Met1 routing:
The bar under the picture is 20 µm long. Supply wires on this layer in gray.
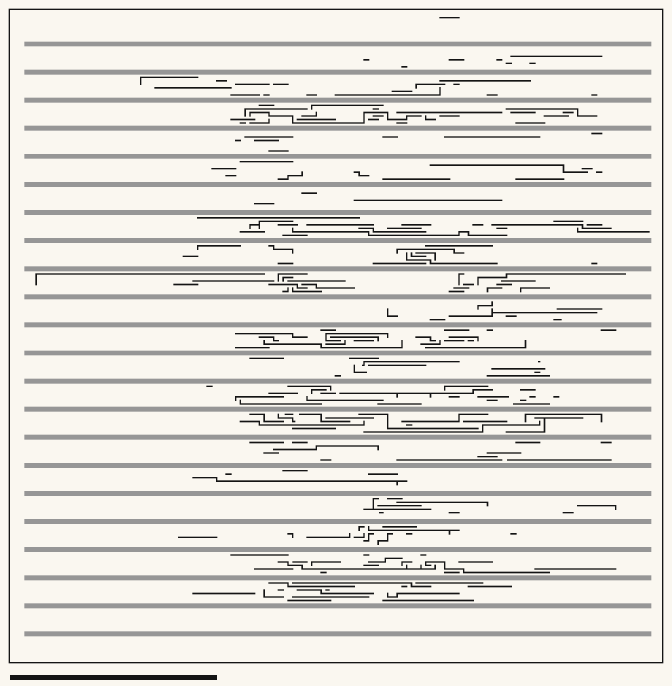
Metal 2:
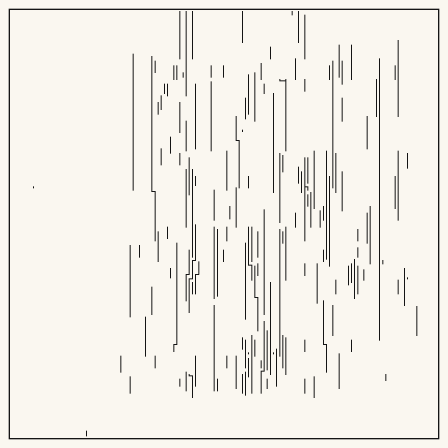
M3 wires:
The bar under the picture is 20 µm long. Cells faint in the background.
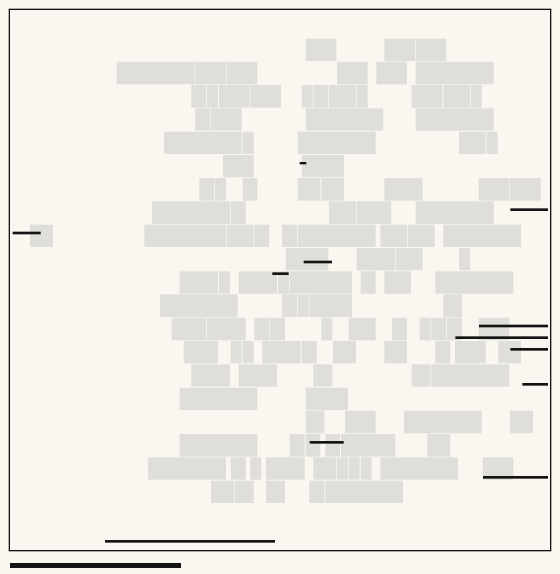
==> config.mk <==
export PLATFORM = sky130hd
export DESIGN_NAME = uart_transmitter
export DESIGN_NICKNAME = d
export VERILOG_FILES = /design/src/rtl/uart_transmitter.sv
export SDC_FILE = /design/constraint.sdc
export NUM_CORES = 1
export LEC_CHECK = 0
export ABC_CLOCK_PERIOD_IN_PS = 2300
export CAP_MARGIN = 25
export CORE_MARGIN = 1
export CORE_UTILIZATION = 30
export CTS_BUF_LIST = sky130_fd_sc_hd__clkbuf_8
export DETAILED_ROUTE_END_ITERATION = 10
export PLACE_DENSITY = 0.52
export SLEW_MARGIN = 5
export SYNTH_ARGS = -nofsm -noshare
export SYNTH_HDL_FRONTEND = slang
export SYNTH_SLANG_ARGS = --single-unit
==> constraint.sdc <==
create_clock -name d_Clk -period 2.3 [get_ports d_Clk]
set_input_delay 0.575 -clock d_Clk [delete_from_list [all_inputs] [get_ports d_Clk]]
set_output_delay 0.575 -clock d_Clk [all_outputs]
set_load 0.1 [all_outputs]
==> src/rtl/uart_transmitter.sv <==
// 8-bit UART transmitter, LSB first, one start and one stop bit.
// Define UART_TX_PARITY_EN to insert an even-parity bit before stop.
module uart_transmitter #(
    parameter int BIT_TICKS = 16
) (
    input  logic       d_Clk,
    input  logic       reset,
    input  logic       tx_Start,
    input  logic [7:0] tx_Data,
    output logic       tx,
    output logic       tx_Busy,
    output logic       tx_Done
);

    localparam int TW = (BIT_TICKS > 1) ? $clog2(BIT_TICKS) : 1;
    localparam logic [TW-1:0] TICK_LAST = TW'(BIT_TICKS - 1);

    typedef enum logic [2:0] {
        IDLE,
        START,
        SEND,
`ifdef UART_TX_PARITY_EN
        PARITY,
`endif
        STOP
    } state_t;

    state_t        state_q;
    logic [TW-1:0] tick_q;
    logic [TW-1:0] tick_d;
    logic [2:0]    idx_q;
    logic [7:0]    shreg_q;
    logic          tx_q;
    logic          busy_q;
    logic          done_q;
    logic          bit_end;
`ifdef UART_TX_PARITY_EN
    logic          par_q;
`endif

    assign tick_d  = tick_q + TW'(1);
    assign bit_end = (tick_q == TICK_LAST);

    assign tx      = tx_q;
    assign tx_Busy = busy_q;
    assign tx_Done = done_q;

    // tx is updated on the same edge as the state, so the line never
    // depends on combinational decode of the FSM.
    always_ff @(posedge d_Clk or negedge reset) begin
        if (!reset) begin
            state_q <= IDLE;
            tick_q  <= '0;
            idx_q   <= '0;
            shreg_q <= '0;
            tx_q    <= 1'b1;
            busy_q  <= 1'b0;
            done_q  <= 1'b0;
`ifdef UART_TX_PARITY_EN
            par_q   <= 1'b0;
`endif
        end else begin
            done_q <= 1'b0;
            unique case (state_q)
                IDLE: begin
                    if (tx_Start) begin
                        shreg_q <= tx_Data;
`ifdef UART_TX_PARITY_EN
                        par_q   <= ^tx_Data;
`endif
                        tick_q  <= '0;
                        idx_q   <= '0;
                        tx_q    <= 1'b0;
                        busy_q  <= 1'b1;
                        state_q <= START;
                    end
                end
                START: begin
                    if (bit_end) begin
                        tick_q  <= '0;
                        tx_q    <= shreg_q[0];
                        state_q <= SEND;
                    end else begin
                        tick_q <= tick_d;
                    end
                end
                SEND: begin
                    if (bit_end) begin
                        tick_q  <= '0;
                        shreg_q <= shreg_q >> 1;
                        if (idx_q == 3'd7) begin
`ifdef UART_TX_PARITY_EN
                            tx_q    <= par_q;
                            state_q <= PARITY;
`else
                            tx_q    <= 1'b1;
                            state_q <= STOP;
`endif
                        end else begin
                            idx_q <= idx_q + 3'd1;
                            tx_q  <= shreg_q[1];
                        end
                    end else begin
                        tick_q <= tick_d;
                    end
                end
`ifdef UART_TX_PARITY_EN
                PARITY: begin
                    if (bit_end) begin
                        tick_q  <= '0;
                        tx_q    <= 1'b1;
                        state_q <= STOP;
                    end else begin
                        tick_q <= tick_d;
                    end
                end
`endif
                STOP: begin
                    if (bit_end) begin
                        tick_q  <= '0;
                        busy_q  <= 1'b0;
                        done_q  <= 1'b1;
                        state_q <= IDLE;
                    end else begin
                        tick_q <= tick_d;
                    end
                end
                default: begin
                    tick_q  <= '0;
                    tx_q    <= 1'b1;
                    busy_q  <= 1'b0;
                    state_q <= IDLE;
                end
            endcase
        end
    end

endmodule

==> flow_summary.toml <==
# generated from flow reports
[place]
dp_cells = 165
port_buffers = 13
placed_cell_area_um2 = 1310

[synth]
yosysUniqueCellTypes = 27
ff_type = "dfrtp_1"
synth_nets = 126
ys_cells = 106

[run_status]
outcome = "finished, final reports clean"

[routing]
drtIter0Drc = 40
wl_met1_mm = 1.01
drtAntennaViolNets = 0
top_layer_used = "met4"

[cells_and_area]
num-nets-final = 144
mostFrequentLayoutCells = "dfrtp_1 (19), a21oi_1 (12), nor2_1 (11)"
fin_cells = 169
final_util = 0.392
largest_register_ffs = 8
n_antenna_cell = 0

[clocking]
clockRootBuffer = "clkbuf_8"
cts_made_buffers = 3
cts_setup_buffers = 0
clk_path_buf_depth = 2
postCtsHoldBufs = 0

[critical_path]
critical_path_class = "flop to flop"
reg2reg_depth = 5

[floorplanning]
row_count = 21
fp_util = 0.323
die_h_um = 63.1
die_w_um = 63.1

[flow_run]
drv_cap = 0

[grt]
grt_start_max_net_pins = 15

[pwr]
power-top-group = "combinational cells"
leakagePower_nw = 0.599

[sta]
finalClockSkew_ns = 0.00260
Back to the opening pictures, 'met1 routing':
main direction	horizontal
longest straight run	22.1 µm
final WL: 1.98 mm
GR met1 Demand/Resource: 0.156
vias post-DR: 799

Back to the opening pictures, 'metal 2':
longest straight run	41.5 µm
wire length on this layer	854 µm
grt met2 use: 0.173

Back to the opening pictures, 'M3 wires':
longest straight run	19.6 µm
share of all routed wire	3.4%

critical path: cells and delay by family, from the launching register on:
kind | cells | cell delay [ns]
AND-OR/OR-AND | 1 | 0.28
adder cells (fa/ha/maj) | 1 | 0.49
buffers and inverters | 1 | 0.12
flip-flops | 1 | 0.43
multiplexers | 1 | 0.37
AND/OR/NAND/NOR | 1 | 0.11
cell type report:
cell class              instances  area (µm²)  share of cell area
repair buffers                 17         153               0.112
inverters                       5        18.8              0.0138
flip-flops and latches         20         502               0.369
multi-input cells              77         574               0.422
well taps                      46        57.6              0.0423
clock buffers                   4        55.1              0.0405
synth_stat cells (all sizes together), types with 2 or more instances:
cell type  instances  area share
and3               2       0.011
nor3               3       0.013
ha                 9        0.10
a21oi             16       0.085
nor2              11       0.037
inv                5       0.017
nand3              2       0.020
buf                4       0.023
dfrtp             19        0.42
mux2i              8       0.071
nand2              3       0.010
a22o               5       0.039
o21ai              6       0.027
mux2               3       0.030
worst min path at each step:
stage	startpoint	to	slack, ns	depth (start not counted)
6_report	tick_q[1]	tick_q[1]	0.52	2
5_1_grt	tick_q[1]	tick_q[1]	0.56	2
4_1_cts	tick_q[1]	tick_q[1]	0.53	2
3_3_place_gp	tick_q[1]	tick_q[1]	0.49	2
3_5_place_dp	tick_q[1]	tick_q[1]	0.51	2
2_1_floorplan	reset	idx_q[0]	0.28	0
cells by family (layout without fill, tap and decap cells):
| logic type | Yosys count | after routing | share of synthesized area |
|---|---|---|---|
| and+or+nand+nor | 25 | 25 | 0.115 |
| AOI/OAI and AO/OA | 32 | 32 | 0.195 |
| DFF | 20 | 20 | 0.448 |
| muxes | 11 | 11 | 0.102 |
| buffers and inverters | 9 | 26 | 0.0402 |
| adders and majority gates | 9 | 9 | 0.100 |
Power is estimated from default activity; no workload was simulated.
